### Wires at chosen ports, followed through buffers

(3 px per µm)
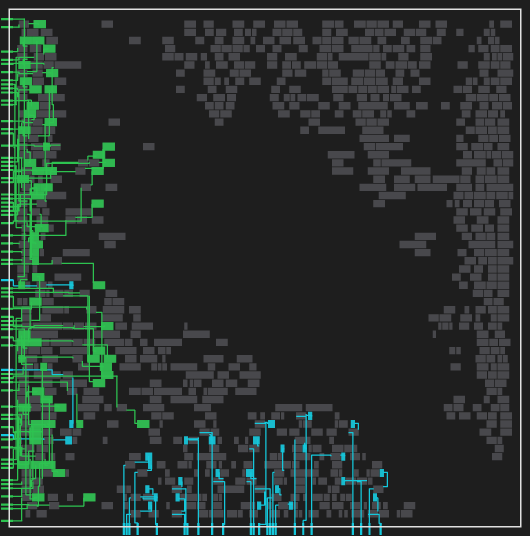
### Signal wires by layer

(2 px per µm)
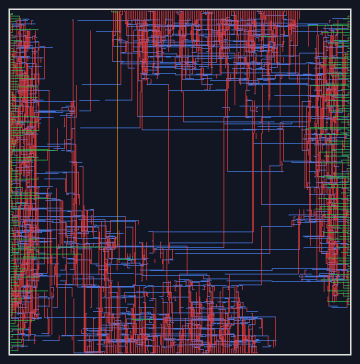
### Cell sizes after repair

(2 px per µm)
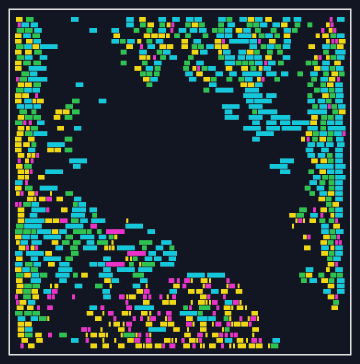
$ cat src/rtl/mem_arbiter.sv
// Two-port round-robin memory arbiter: instruction fetch vs. load/store.
// One access is in flight at a time. An access is issued combinationally
// from IDLE and completes in the following BUSY cycle, where the memory
// response is forwarded to the owning requester as a one-cycle ack.
module mem_arbiter #(
  parameter int ADDR_W = 27,
  parameter int DATA_W = 64
) (
  input  logic                  clk,
  input  logic                  rst,
  input  logic                  if_req,
  input  logic [ADDR_W-1:0]     if_addr,
  output logic                  if_ack,
  output logic [DATA_W-1:0]     if_rdata,
  output logic                  if_err,
  input  logic                  ls_req,
  input  logic                  ls_wr,
  input  logic [DATA_W/8-1:0]   ls_strb,
  input  logic [ADDR_W-1:0]     ls_addr,
  input  logic [DATA_W-1:0]     ls_wdata,
  output logic                  ls_ack,
  output logic [DATA_W-1:0]     ls_rdata,
  output logic                  ls_err,
  output logic                  mem_cen,
  output logic                  mem_wr,
  output logic [DATA_W/8-1:0]   mem_strb,
  output logic [ADDR_W-1:0]     mem_addr,
  output logic [DATA_W-1:0]     mem_wdata,
  input  logic [DATA_W-1:0]     mem_rdata,
  input  logic                  mem_error
);

  typedef enum logic [1:0] {
    IDLE   = 2'd0,
    BUSY_I = 2'd1,
    BUSY_D = 2'd2
  } state_t;

  state_t state;
  logic   last_grant;   // 0 = fetch granted last, 1 = data granted last
  logic   any_req;
  logic   grant_d;

  assign any_req = if_req | ls_req;
  // Data wins when alone, or when both request and fetch was granted last.
  assign grant_d = ls_req & (~if_req | ~last_grant);

  // State and last-grant tracking; an issue happens on every IDLE cycle with a request.
  always_ff @(posedge clk or posedge rst) begin
    if (rst) begin
      state      <= IDLE;
      last_grant <= 1'b1;
    end else begin
      case (state)
        IDLE: begin
          if (any_req) begin
            state      <= grant_d ? BUSY_D : BUSY_I;
            last_grant <= grant_d;
          end
        end
        BUSY_I:  state <= IDLE;
        BUSY_D:  state <= IDLE;
        default: state <= IDLE;
      endcase
    end
  end

  // Memory issue in IDLE and response routing in BUSY; everything is held at 0 during reset.
  always_comb begin
    mem_cen   = 1'b0;
    mem_wr    = 1'b0;
    mem_strb  = '0;
    mem_addr  = '0;
    mem_wdata = '0;
    if_ack    = 1'b0;
    if_rdata  = '0;
    if_err    = 1'b0;
    ls_ack    = 1'b0;
    ls_rdata  = '0;
    ls_err    = 1'b0;
    if (!rst) begin
      case (state)
        IDLE: begin
          if (any_req) begin
            mem_cen = 1'b1;
            if (grant_d) begin
              mem_wr    = ls_wr;
              mem_strb  = ls_strb;
              mem_addr  = ls_addr;
              mem_wdata = ls_wdata;
            end else begin
              mem_strb  = '1;
              mem_addr  = if_addr;
            end
          end
        end
        BUSY_I: begin
          if_ack   = 1'b1;
          if_rdata = mem_rdata;
          if_err   = mem_error;
        end
        BUSY_D: begin
          ls_ack   = 1'b1;
          ls_rdata = mem_rdata;
          ls_err   = mem_error;
        end
        default: ;
      endcase
    end
  end

endmodule
$ cat config.mk
export PLATFORM = sky130hd
export DESIGN_NAME = mem_arbiter
export DESIGN_NICKNAME = d
export VERILOG_FILES = /design/src/rtl/mem_arbiter.sv
export SDC_FILE = /design/constraint.sdc
export NUM_CORES = 1
export LEC_CHECK = 0
export CORE_AREA = 2 2 168 170
export CTS_CLUSTER_DIAMETER = 200
export DETAILED_ROUTE_END_ITERATION = 10
export DIE_AREA = 0 0 170 172
export PLACE_DENSITY_LB_ADDON = 0.3
export SETUP_SLACK_MARGIN = 0.5
export SLEW_MARGIN = 20
export SYNTH_ARGS = -nofsm -noshare
export SYNTH_HDL_FRONTEND = slang
export SYNTH_SLANG_ARGS = --single-unit
$ cat constraint.sdc
create_clock -name clk -period 2.1 [get_ports clk]
set_clock_uncertainty 0.1 [all_clocks]
set_input_delay 0.42 -clock clk [delete_from_list [all_inputs] [get_ports clk]]
set_output_delay 0.42 -clock clk [all_outputs]
set_load 0.005 [all_outputs]
==> results.txt <==
Results of the run.

The flow ran to the end, but the final reports show violations. The checks that failed: negative setup slack. The detailed-route via count is approximately 4600. RePlAce ended its routability-driven mode at a weighted congestion of ~0.73. The area of the synthesized netlist per yosys stat is around 2000 µm².

The level count of the clock H-tree is 1. In this run the remaining antenna-violating nets after routing total 0. The script extracted a total leakage power of roughly 4.4 nW. The total setup violations reported at the end of the flow is approximately 210. The hold-fix buffer count after cts is 0.

Detailed placement finished with a half-perimeter wire length of ~14000 µm. The transition time recorded at the tightest slew-check pin is between 0.4 and 0.5 ns. The delay of the slowest cell on the worst path is approximately 0.44 ns.

The instance tally after logic synthesis is approximately 350. The final timing report gives a worst setup slack of -0.2393 ns. The cell taking the most area after synthesis is and2_1. The count of cell types in the netlist is 19. Port buffering added ~430 buffers. The flow reports that sequential cells draw under 10% of the design power.

The final critical delay including setup and external delays is 2.339 ns. The final timing summary puts the cycle share of the worst path at 111.4%. The max-slew violation count is 0. Of the total power, combinational logic draws approximately nine tenths. The final layout net count is around 1100. The die area is approximately 29000 µm². The portion of synthesized cell area occupied by the leading cell type is 40.65%. The fraction of final layout cells sized beyond drive strength 1 is 67.08%. The worst ir drop on vdd is 0.3595 mV. The initial antenna violation count is 1. Row generation in the floorplan step produced 61 rows. The final hold violation count is 0. The launch instance of the worst register-to-register path is state[1]. Clock tree synthesis inserted a total of 3 buffers. CTS saw 3 sinks. The area of the mapped netlist is about 2000 µm². By instance count, the leading cell after synthesis is and2_1. STA classifies the critical path startpoint as a flop. The residual overflow from global routing is 0. The OpenROAD warning count is 29. The cell chosen for the clock root is clkbuf_16. On the reported timing paths, the clock transition at the registers reads roughly 0.030 ns. The clock insertion delay at the later pin of the skew report is roughly 0.22 ns. The share of power burned in the clock network is approximately 7%. Across the run, the number of max-cap violations was 0. The most prevalent standard cell on the critical path is buf_6.
-- 'Wires at chosen ports, followed through buffers' (at the start) --
Key: ls_wdata = green [bits 64, direction input, edge left, end cells 64, buffers 64, wire 1730 µm]; if_addr = cyan [bits 27, direction input, edge 24 bottom, 3 left, end cells 27, buffers 27, wire 652 µm]

-- 'Signal wires by layer' (at the start) --
Key: metal 2 = red [wire length 13000 µm]; metal 4 = orange [wire length 134 µm]; metal 1 = blue [wire length 8090 µm]; metal 3 = green [wire length 1470 µm]
All-Layer GR Usage: 11.42%
wirelength, routed: 22720 µm

-- 'Cell sizes after repair' (at the start) --
Key: _6 and larger = cyan [cells 275, share 31%]; _3 and _4 cells = green [cells 194, share 22%]; _0 and _1 cells = yellow [cells 290, share 33%]; _2 cells = magenta [cells 122, share 14%]
Non-clk bufs: 567
final critical-path setup slack: -0.2393 ns

[tightest hold or removal path: cells and delay by family]
kind     cells  cell delay (ns)
buf+inv      3             0.37
[cell families (layout without fill, tap and decap cells)]
group | count (synthesis) | count (layout) | share of synthesized area [%]
AND-OR/OR-AND | 33 | 33 | 9.068
buffers and inverters | 41 | 574 | 10.63
flip-flops | 3 | 3 | 3.815
AND/OR/NAND/NOR | 271 | 271 | 76.48
[cells in the final DEF (no fill, tap or decap), types with 2 or more instances in the layout]
master           synthesis  routed
buf_6                    0     201
clkdlybuf4s50_1          0     192
and2_4                   0     110
and3_4                   0      54
nand2_1                 55      48
buf_2                   15      44
clkbuf_2                 2      37
clkbuf_16                0      27
a21oi_2                  0      25
buf_12                   0      21
and2_1                 130      20
buf_4                   10      20
buf_8                    0      16
and3_1                  65      11
nor2_1                  17      10
buf_16                   0      10
nand2_2                  0       7
nor2_2                   0       4
inv_1                    3       3
nor2_4                   0       3
a21oi_1                 29       2
nor3b_4                  0       2
a21oi_4                  0       2
dfrtp_2                  0       2
[area by class of cell]
class	count	area (µm²)
fillers	2865	18120
repair buffers	567	6301
multi-input cells	304	2457
well taps	346	432.9
flip-flops and latches	3	78.83
clock buffers	4	78.83
inverters	3	11.26
[routing by layer]
layer	GRT usage [%]	up-vias	part of all wire, %
met4	2.601	0	0.59
li1	-	2186	-
met1	11.56	2120	36
met2	23.80	244	57
met3	2.129	4	6.5
met5	0	-	0
[worst min-delay path by stage]
stage | startpoint | to | slack [ns]
CTS | rst | state[1] | 0.15
floorplan | rst | state[0] | 0.07
global route | rst | state[1] | 0.15
global placement | last_grant | state[0] | 0.53
finish | rst | state[0] | 0.14
detailed placement | last_grant | state[0] | 0.53
[per-stage QoR]
stage / worst slack [ns] / TNS (ns) / cells
floorplan: 0.4742 / 0 / 348
global placement: -0.7736 / -164.49 / 1105
detailed placement: -0.7774 / -161.14 / 1105
CTS: -0.3799 / -50.99 / 1139
global route: -0.2800 / -30.40 / 1227
finish: -0.2393 / -18.42 / 1227
[registers in the layout (all words and copies together) (netlist names)]
| register | count |
|---|---|
| state | 2 |
| last_grant | 1 |
[power groups by stage]
stage | combinational [mW] | sequential [mW] | clock (mW)
finish | 3.80 | 0.117 | 0.301
CTS | 2.52 | 0.114 | 0.307
floorplan | 0.793 | 0.111 | 0
detailed placement | 2.17 | 0.112 | 0
global placement | 2.17 | 0.115 | 0
global route | 4.00 | 0.121 | 0.318
[what timing repair did]
action                                  CTS  global route
endpoints found under the setup margin  233           233
cloned                                   11            27
pin swaps                                21           100
gates resized                           377           839
buffers inserted                         19            61
No activity file was given, so power comes from the tool's default toggle rates.
